**src/rtl/if_stage.sv**
```systemverilog
// Instruction fetch stage: one outstanding memory request, a 2-entry instruction FIFO,
// redirect flush with stale-response dropping, and halt on a termination opcode.
module if_stage #(
  parameter logic [63:0] RESET_PC    = 64'h0000_0000_8000_0000,
  parameter logic [6:0]  TERM_OPCODE = 7'h6b
) (
  input  logic        clk,
  input  logic        rst_n,
  output logic        imem_req_valid,
  output logic [63:0] imem_req_addr,
  input  logic        imem_req_ready,
  input  logic        imem_resp_valid,
  input  logic [31:0] imem_resp_data,
  input  logic        redirect_valid,
  input  logic [63:0] redirect_pc,
  output logic        inst_valid,
  input  logic        inst_ready,
  output logic [31:0] inst,
  output logic [63:0] inst_addr,
  output logic        halted,
  output logic [1:0]  dbg_state_o
);

  // Handshakes: a transfer happens on a rising edge where valid and ready are both 1;
  // imem_req_valid/addr hold until accepted unless a redirect withdraws them.
  localparam logic [1:0] S_REQ  = 2'd0;
  localparam logic [1:0] S_WAIT = 2'd1;
  localparam logic [1:0] S_HALT = 2'd2;

  logic [1:0]  state_q, state_d;
  logic [63:0] pc_q, pc_d;
  logic [63:0] req_addr_q, req_addr_d;
  logic        outst_q, outst_d;
  logic        drop_q, drop_d;
  logic        head_q, head_d;
  logic [1:0]  count_q, count_d;
  logic [31:0] data_q [2];
  logic [63:0] addr_q [2];

  logic req_fire, resp_hit, enq, deq, wr_idx, is_term;

  // Credit: nothing outstanding (covers a pending drop) and room left in the FIFO.
  assign imem_req_valid = rst_n && (state_q == S_REQ) && !outst_q &&
                          (count_q != 2'd2) && !redirect_valid;
  assign imem_req_addr  = pc_q;

  assign inst_valid  = (count_q != 2'd0);
  assign inst        = data_q[head_q];
  assign inst_addr   = addr_q[head_q];
  assign halted      = (state_q == S_HALT);
  assign dbg_state_o = state_q;

  assign req_fire = imem_req_valid && imem_req_ready;
  assign resp_hit = imem_resp_valid && outst_q;
  assign enq      = resp_hit && !drop_q && !redirect_valid;
  assign deq      = inst_valid && inst_ready;
  assign wr_idx   = head_q ^ count_q[0];
  assign is_term  = (imem_resp_data[6:0] == TERM_OPCODE);

  always_comb begin
    state_d    = state_q;
    pc_d       = pc_q;
    req_addr_d = req_addr_q;
    outst_d    = outst_q;
    drop_d     = drop_q;
    head_d     = head_q;
    count_d    = count_q;
    if (redirect_valid) begin
      // A response landing with the redirect is simply discarded; otherwise remember to drop it.
      state_d = S_REQ;
      pc_d    = {redirect_pc[63:2], 2'b00};
      head_d  = 1'b0;
      count_d = 2'd0;
      outst_d = outst_q && !imem_resp_valid;
      drop_d  = outst_q && !imem_resp_valid;
    end else begin
      if (req_fire) begin
        state_d    = S_WAIT;
        pc_d       = pc_q + 64'd4;
        req_addr_d = pc_q;
        outst_d    = 1'b1;
      end
      if (resp_hit) begin
        outst_d = 1'b0;
        drop_d  = 1'b0;
        if (!drop_q) state_d = is_term ? S_HALT : S_REQ;
      end
      if (deq) head_d = ~head_q;
      count_d = count_q + {1'b0, enq} - {1'b0, deq};
    end
  end

  always_ff @(posedge clk or negedge rst_n) begin
    if (!rst_n) begin
      state_q    <= S_REQ;
      pc_q       <= RESET_PC;
      req_addr_q <= 64'd0;
      outst_q    <= 1'b0;
      drop_q     <= 1'b0;
      head_q     <= 1'b0;
      count_q    <= 2'd0;
    end else begin
      state_q    <= state_d;
      pc_q       <= pc_d;
      req_addr_q <= req_addr_d;
      outst_q    <= outst_d;
      drop_q     <= drop_d;
      head_q     <= head_d;
      count_q    <= count_d;
    end
  end

  always_ff @(posedge clk or negedge rst_n) begin
    if (!rst_n) begin
      data_q[0] <= 32'd0;
      data_q[1] <= 32'd0;
      addr_q[0] <= 64'd0;
      addr_q[1] <= 64'd0;
    end else if (enq) begin
      data_q[wr_idx] <= imem_resp_data;
      addr_q[wr_idx] <= req_addr_q;
    end
  end

endmodule

```
**config.mk**
```make
export PLATFORM = sky130hd
export DESIGN_NAME = if_stage
export DESIGN_NICKNAME = d
export VERILOG_FILES = /design/src/rtl/if_stage.sv
export SDC_FILE = /design/constraint.sdc
export NUM_CORES = 1
export LEC_CHECK = 0
export CAP_MARGIN = 10
export CORE_UTILIZATION = 52
export DETAILED_ROUTE_END_ITERATION = 10
export PLACE_DENSITY = 0.76
export RECOVER_POWER = 100
export SKIP_CTS_REPAIR_TIMING = 1
export SLEW_MARGIN = 20
export SYNTH_ARGS = -nofsm -noshare
export SYNTH_HDL_FRONTEND = slang
export SYNTH_SLANG_ARGS = --single-unit
export TNS_END_PERCENT = 30
```
**constraint.sdc**
```tcl
create_clock -name clk -period 2.6 [get_ports clk]
set_input_delay 0.52 -clock clk [delete_from_list [all_inputs] [get_ports clk]]
set_output_delay 0.52 -clock clk [all_outputs]
set_load 0.01 [all_outputs]
```
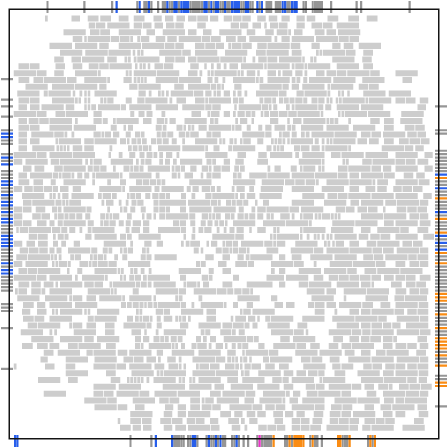
run_1/pins.png
Pins as bars across the die edge, other pins in gray.
`imem_req_valid`: drawn in magenta, pins 1, direction output, edge bottom. `redirect_pc`: drawn in blue, pins 64, direction input, edge 29 top, 19 left, 10 bottom, 6 right. `imem_resp_data`: drawn in orange, pins 32, direction input, edge 19 right, 13 bottom.
All pins by edge: 78 top, 72 right, 63 bottom, 54 left.

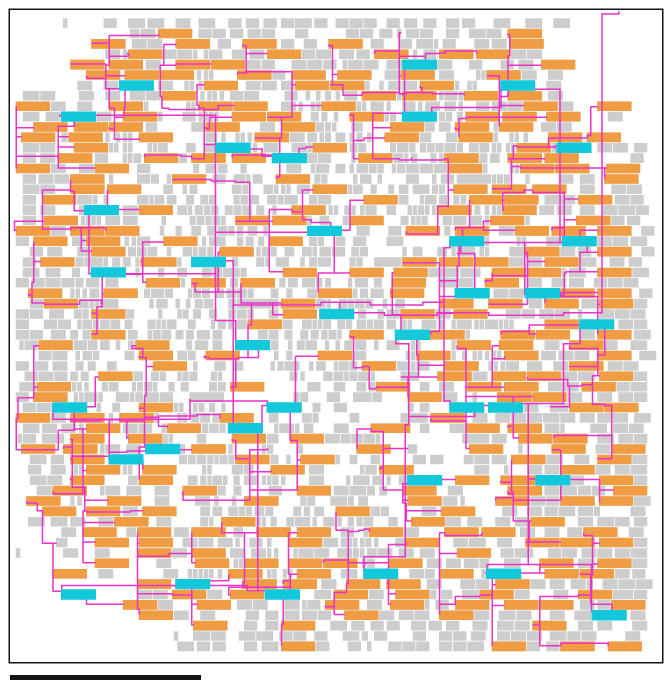
run_1/clock_map.png
The bar under the picture is 50 microns long.
cells driving clock nets: drawn in cyan, count 35. clock wires: drawn in magenta, length 3940 microns. flip-flops: drawn in orange, count 319.
Position of the flops: spread over the die.
part of the power in the clock network: 25.2%
Clock Skews: 16.8 ps
later-pin clock latency in the skew report: 510 ps
power dissipated in the clock network: 4.76 mW

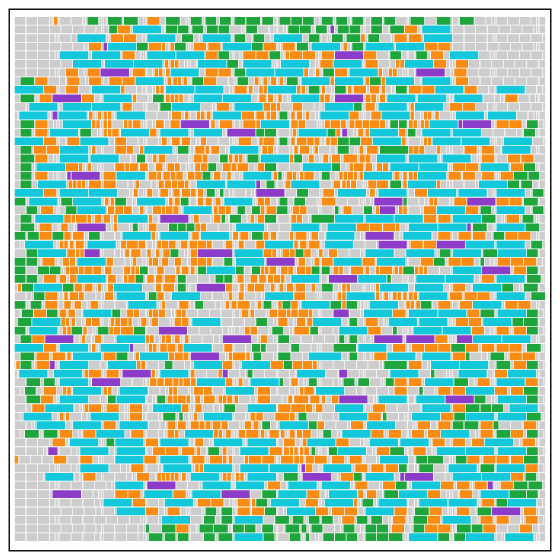
run_1/cell_classes.png
Fill, decap, tap and diode cells in gray.
all other logic: drawn in orange, cells 908. flops: drawn in cyan, cells 319. other buffers and delay cells: drawn in green, cells 346. clock drivers and dummy loads: drawn in purple, cells 58.

==> deck_impl_summary.md, run 1 <==
Synthesis and Place & Route Summary

Routing
  • Wl on met1: 17.2 mm
  • Router iterations before antenna repair: 5
  • Routed wl met2: 19.5 mm
  • Total length of routed met3 wires: 2.83 mm
  • Via total after detailed routing: 11.6k
  • Top layer reached by signal wires: met5
  • Drt via density: 5.76
  • Detailed Route WL: around 40 mm
  • WL/cell: 20.2 microns
  • DRC Markers: 0
  • DR iter-0 viols: roughly 880
  • Number of routed nets with antenna violations: 0

Setup path
  • Most Frequent Cell on Critical Path: sky130_fd_sc_hd__buf_4
  • Signal arrival time at the worst endpoint: 2010 ps
  • Type of destination of the critical path: output pin
  • Largest stage delay, worst path: 420 ps
  • Reg2reg start: imem_req_addr[10]
  • R2R Setup Slk: 90 ps
  • Highest-delay cell along the critical path: sky130_fd_sc_hd__dfrtp_4
  • Cell family with the largest share of critical-path delay: buffers and inverters
  • Reg-to-Reg End: imem_req_addr[37]
  • Register-to-Register Path Depth: 5
  • Maximum fanout count along the critical path: 12
  • Cells along the critical path: buf_4, buf_4, mux2_2, clkdlybuf4s25_1
  • Startpoint class of the critical path: flop
  • Setup CP Type: flop to output pin
  • WP data required: 2080 ps
  • Worst Path Buf+Inv: 3

Final layout
  • Synth-to-layout area growth: 31.4%
  • Largest area class, layout: flip-flops and latches
  • Number of nets in the layout: 1715
  • Non-clock buffer area fraction after layout: 17.3%
  • Core occupancy in the finished layout: a little over two thirds
  • Post-Layout Cell Count: 2013
  • Multi-input comb cells: 898
  • Repair and plain buffers: about 350
  • Reg area: 0.00799 sq mm
  • Fraction of layout instances using a drive strength above 1: 25.8%
  • Count of filler cells inserted in the layout: 2051
  • Share of cell area taken by flip-flops and latches: about 41%
  • Clock network area share: 5.59%
  • Top library cells by usage in the layout, fill and taps aside: sky130_fd_sc_hd__dfrtp_1, sky130_fd_sc_hd__mux2_2, sky130_fd_sc_hd__nand2_1
  • Antenna diode count: 4
  • Non-clock inverter total of the final layout: 10
  • Multi-input logic portion of the cell area: 33.3%
  • Combinational gate area: 0.00648 sq mm
  • Most frequent standard cell in the layout excluding fill and tap cells: sky130_fd_sc_hd__dfrtp_1
  • Clock buffers: 50
  • Final design instance area without fill: 0.0194 sq mm
  • Num sequential: roughly 320

GRT
  • Routing layer with the top usage in global route: met2
  • Met2 global-route usage: between 40% and 50%
  • Global routing met1 resource utilization: 36.8%
  • Aggregate global routing overflow: 0
  • Largest net degree at the start of global routing: between 150 and 200
  • Antenna violations before repair: 4
  • Global-route wire length before repair: 62.8 mm
  • GRT Util Overall: between 20% and 30%
  • Grt met3 use: between 5 and 6%
  • Vias in the first global route: 11.5k

Pwr
  • Switch share: 30.4%
  • Power after layout: 18.9 mW
  • Power Density: 974 mW/mm^2
  • Flop+latch power: between 7 and 8 mW
  • Maximum ir drop on the vdd rail: 0.616 mV
  • Switching power summed over all nets: 5.76 mW
  • Group drawing the most power: sequential cells
  • Comb. pwr: 6.33 mW
  • Int Power: 13.2 mW
  • Combinational share of power: 33.4%
  • Leak: 9.69 nW
  • Share of total power in sequential cells: 41.4%

Placed design
  • Tally of buffers added on design ports: 260
  • Last weighted congestion value of the routability-driven placer: 0.863
  • Pre-CTS setup slack: -329 ps
  • # placed instances: 1938
  • Cell area after placement: 0.0183 sq mm
  • Detail Placement HPWL: 27.6 mm

Clocking
  • CTS HTree Levels: 2
  • Clock Pin Slew Worst Setup and Hold Paths: 60 ps
  • Buffers from clock root to sink, at most: 3
  • TritonCTS Sinks: between 300 and 400
  • TritonCTS Buffers: 35
  • TritonCTS clock tree: done

Synth
  • Fraction of registers with async set/reset: 100%
  • Avg Cell Area, Syn: around 11 sq um
  • Netlist Area Pre-Place: between 0.01 and 0.015 sq mm
  • Most instantiated flip-flop cell in the synthesis netlist: sky130_fd_sc_hd__dfrtp_1
  • Top logic family: multiplexers
  • Number of warnings issued by yosys: 0
  • Registers, synthesis: 319
  • AND-OR/OR-AND share of the synthesized area: 5.64%
  • Share of the synthesized area in the top cell type: between 50 and 60%
  • Area fraction in full adders, half adders and majority gates: 0.254%
  • Area fraction in and, or, nand and nor cells: between 10% and 20%
  • Number of enable flip-flop cells: 0
  • Leading post-synthesis cells by instance count: sky130_fd_sc_hd__dfrtp_1, sky130_fd_sc_hd__mux2_2, sky130_fd_sc_hd__nand2_1
  • Mux contribution to synthesized area: approximately 22%
  • Dominant cell type by area after synthesis: sky130_fd_sc_hd__dfrtp_1
  • Post-synthesis cell count from yosys: between 1k and 1.5k
  • Main area contributors after synthesis: sky130_fd_sc_hd__dfrtp_1, sky130_fd_sc_hd__mux2_2, sky130_fd_sc_hd__nand2_1
  • XORs/XNORs by Area: 0.592%
  • Count of cell types in the netlist: 56
  • Number of instances in the synthesized netlist: between 1k and 1.5k
  • Most frequent cell after synthesis: sky130_fd_sc_hd__dfrtp_1
  • Total cell area reported by yosys after synthesis: approximately 0.015 sq mm

Final timing
  • # setup viols final: 0
  • Final critical-path share of the clock period: 97.1%
  • Hold violation count in the final report: 0
  • Total Negative Setup Slacks: 0 ps
  • Worst slew pin tran: 1500 ps
  • Headroom to the max-slew limit: 0.0164%
  • Final critical-path setup slack: 74.3 ps
  • Hold WS: between 400 and 500 ps
  • RSZ-0062 raised after global routing: no
  • Period minus WS final: between 2000 and 3000 ps
  • Peak Freq: 396 MHz
  • Number of max-slew violations in the final report: 0

Run status
  • Status: complete, no violations

Floorplan
  • Area of the core region: 0.0279 sq mm
  • IO Pins: 267
  • Die height: about 170 microns
  • Initial Utilization: roughly 53%
  • Die Footprint: 0.0291 sq mm
  • Well Taps: 378
  • Core Rows: 61
  • Horizontal die dimension: 171 microns

Hold path
  • Type of the worst min-delay path: flop to flop
  • Destination of the worst hold path: req_addr_q[2]
  • Hold Path Stages: 2
  • Critical hold path startpoint: req_addr_q[2]

Flow run
  • Max-cap violations: 0
  • Number of warnings in the stage logs: 31
## run 1: how the worst max path moves through the flow
stage	startpoint	to	slack [ps]	depth (start not counted)
after CTS	head_q	inst_addr[61]	-160	3
after global placement	imem_req_ready	imem_req_addr[50]	-330	6
after detailed placement	imem_req_ready	imem_req_addr[50]	-330	6
after floorplan	rst_n	imem_req_addr[50]	200	5
after global routing	imem_req_addr[10]	imem_req_addr[37]	10	5
final	head_q	inst_addr[42]	70	4
## run 1: state kept, by name (all words and copies together), names as in the netlist
register and count:
head_q 1, req_addr_q 62, outst_q 1, imem_req_addr 62
count_q 2, drop_q 1, data_q 64, dbg_state_o 2
addr_q 124
==> inputs of run 2 (changes only) <==
Settings changed: ABC_CLOCK_PERIOD_IN_PS set to 2600, CORE_UTILIZATION 52 to 53, PLACE_DENSITY 0.76 to 0.77.
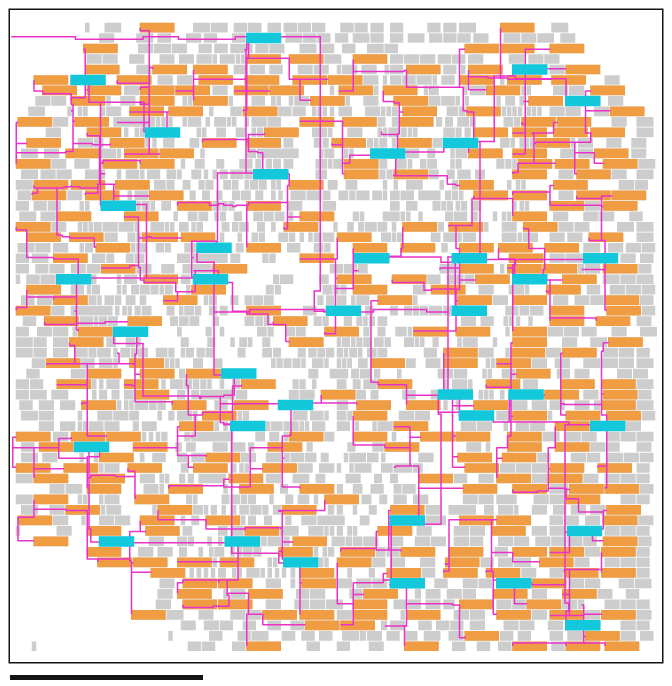
run_2/clock_map.png
The bar under the picture is 50 microns long.
flip-flops: drawn in orange, count 319. cells driving clock nets: drawn in cyan, count 35. clock wires: drawn in magenta, length 3800 microns.
There are 36 routed clock nets. Position of the flops: spread over the die.
power dissipated in the clock network: 5.15 mW
part of the power in the clock network: 26.9%

==> run 2 against run 1 <==
Net effect:
- synthesized cell count stayed put
- sequential share of layout area is 0.060 points higher
- combinational power is 3% lower
- register-to-register slack hardly changed
- critical path type unchanged
- largest power group unchanged
- sequential cell count stayed put
- count of clock-buffer cells in the layout is 1 higher
==> deck_impl_summary.md, run 2 <==
Synthesis and Place & Route Summary

Run status
  • Status: complete, no violations

Setup path
  • Critical path origin: head_q
  • Reg-to-Reg End: imem_req_addr[50]
  • R2R Setup Slk: 90 ps (about the same)
  • Worst Path Buf+Inv: 2 (-1)
  • Signal arrival time at the worst endpoint: 2020 ps (about the same)
  • Highest-delay cell along the critical path: sky130_fd_sc_hd__buf_4
  • Cell family with the largest share of critical-path delay: buffers and inverters
  • Setup CP Type: flop to output pin
  • Startpoint class of the critical path: flop
  • Worst setup path endpoint: inst_addr[63]
  • Maximum fanout count along the critical path: 32 (+20)
  • Register-to-Register Path Depth: 5 (unchanged)
  • CP Depth: 3 (-1)
  • Largest stage delay, worst path: 460 ps (+40 ps)
  • WP data required: 2080 ps (about the same)
  • Reg2reg start: count_q[1]

Clocking
  • TritonCTS Buffers: 35 (unchanged)
  • Buffers from clock root to sink, at most: 3 (unchanged)
  • TritonCTS Sinks: 319 (unchanged)
  • Later-pin clock latency in the skew report: 510 ps (about the same)
  • Clock Pin Slew Worst Setup and Hold Paths: 60 ps (about the same)
  • CTS HTree Levels: 2 (unchanged)
  • TritonCTS clock tree: done

Floorplan
  • Well Taps: 372 (-1.6%)
  • Area of the core region: 0.0272 sq mm (-2.4%)
  • Die height: 169 microns (-0.94%)
  • Horizontal die dimension: 169 microns (-0.94%)
  • Initial Utilization: 54.5% (+1.3 points)
  • Core Rows: 60 (-1.6%)
  • IO Pins: 267 (unchanged)

Synth
  • Registers, synthesis: 319 (unchanged)
  • Most instantiated flip-flop cell in the synthesis netlist: sky130_fd_sc_hd__dfrtp_1
  • Area fraction in and, or, nand and nor cells: 15.3% (unchanged)
  • Avg Cell Area, Syn: 11.4 sq um (unchanged)
  • Count of cell types in the netlist: 56 (unchanged)
  • AND-OR/OR-AND share of the synthesized area: 5.64% (unchanged)
  • Mux contribution to synthesized area: 21.9% (unchanged)
  • Post-synthesis cell count from yosys: 1304 (unchanged)
  • Main area contributors after synthesis: sky130_fd_sc_hd__dfrtp_1, sky130_fd_sc_hd__mux2_2, sky130_fd_sc_hd__nand2_1
  • Top logic family: multiplexers
  • Share of the synthesized area in the top cell type: 53.8% (unchanged)
  • Fraction of registers with async set/reset: 100% (unchanged)
  • Total cell area reported by yosys after synthesis: 0.0148 sq mm (unchanged)
  • Number of enable flip-flop cells: 0 (unchanged)
  • Most frequent cell after synthesis: sky130_fd_sc_hd__dfrtp_1
  • Area fraction in full adders, half adders and majority gates: 0.254% (unchanged)

Placed design
  • Tally of buffers added on design ports: 260 (unchanged)
  • Detail Placement HPWL: 27.3 mm (-1.1%)
  • Cell area after placement: 0.0182 sq mm (-0.36%)
  • # placed instances: 1926 (-0.62%)

Final timing
  • Final critical-path share of the clock period: 97.8% (+0.63 points)
  • Period minus WS final: 2540 ps (+16.5 ps)
  • Clock Skews: 15.6 ps (-1.18 ps)
  • Headroom to the max-slew limit: 13.2% (+13 points)
  • Worst slew pin tran: 1300 ps (-198 ps)
  • # setup viols final: 0 (unchanged)
  • Number of max-slew violations in the final report: 0 (unchanged)
  • Hold violation count in the final report: 0 (unchanged)
  • Hold WS: 448 ps (-48.6 ps)
  • RSZ-0062 raised after global routing: yes

Final layout
  • Clock buffers: 51 (+2.0%)
  • Number of flip-flops under the largest register name: 124 (unchanged)
  • Top library cells by usage in the layout, fill and taps aside: sky130_fd_sc_hd__dfrtp_1, sky130_fd_sc_hd__mux2_2, sky130_fd_sc_hd__nand2_1
  • Biggest registers after layout: addr_q: 124 flops, data_q: 64 flops
  • Fraction of layout instances using a drive strength above 1: 25.0% (-0.86 points)
  • Count of filler cells inserted in the layout: 1943 (-5.3%)
  • Most frequent standard cell in the layout excluding fill and tap cells: sky130_fd_sc_hd__dfrtp_1
  • Multi-input logic portion of the cell area: 33.4% (+0.097 points)
  • Reg area: 0.00798 sq mm (about the same)
  • Final design instance area without fill: 0.0194 sq mm (-0.19%)
  • Core occupancy in the finished layout: 71.4% (+1.6 points)
  • Antenna diode count: 3 (-1)
  • Num sequential: 319 (unchanged)
  • Number of nets in the layout: 1698 (-0.99%)
  • Non-clock buffer area fraction after layout: 16.6% (-0.73 points)
  • Largest Register: addr_q
  • Combinational gate area: 0.00648 sq mm (about the same)
  • Clock network area share: 6.20% (+0.62 points)

Routing
  • WL/cell: 20.5 microns (+1.2%)
  • Router iterations before antenna repair: 5 (unchanged)
  • DRC Markers: 0 (unchanged)
  • Via total after detailed routing: 11.6k (unchanged)
  • Number of routed nets with antenna violations: 0 (unchanged)
  • Routed wl met2: 19.8 mm (+1.5%)
  • Top layer reached by signal wires: met5
  • Detailed Route WL: 40.9 mm (+0.25%)
  • DR iter-0 viols: 803 (-8.4%)
  • Total length of routed met3 wires: 2.78 mm (-1.7%)

GRT
  • Aggregate global routing overflow: 0 (unchanged)
  • Antenna violations before repair: 4 (unchanged)
  • Largest net degree at the start of global routing: 196 (+7.7%)
  • Global-route wire length before repair: 64.4 mm (+2.6%)
  • GRT Util Overall: 28.6% (+1.0 points)

Pwr
  • Maximum ir drop on the vdd rail: 0.565 mV (-8.2%)
  • Power after layout: 19.1 mW (+0.94%)
  • Leak: 9.75 nW (+0.63%)

Flow run
  • Number of warnings in the stage logs: 32 (+3.2%)
-- run 2: metrics by stage --
stage	setup TNS, ps	setup slack (ps)
2_1_floorplan	0	197
3_3_place_gp	-4620	-303
5_1_grt	-540	-29.8
6_report	0	57.9
4_1_cts	-8610	-180
3_5_place_dp	-5340	-332
-- run 2: routing by layer --
| metal | up-vias | GRT usage [%] |
|---|---|---|
| li1 | 5240 | - |
| met3 | 83 | 5.73 |
| met2 | 430 | 47.3 |
| met5 | - | 0 |
| met4 | 2 | 10.2 |
| met1 | 5841 | 37.6 |
-- run 2: power by group --
| group | internal [mW] | switching [mW] |
|---|---|---|
| Sequential | 6.72 | 1.10 |
| Combinational | 3.49 | 2.65 |
| Clock | 3.17 | 1.97 |
Power and IR drop assume default switching activity.
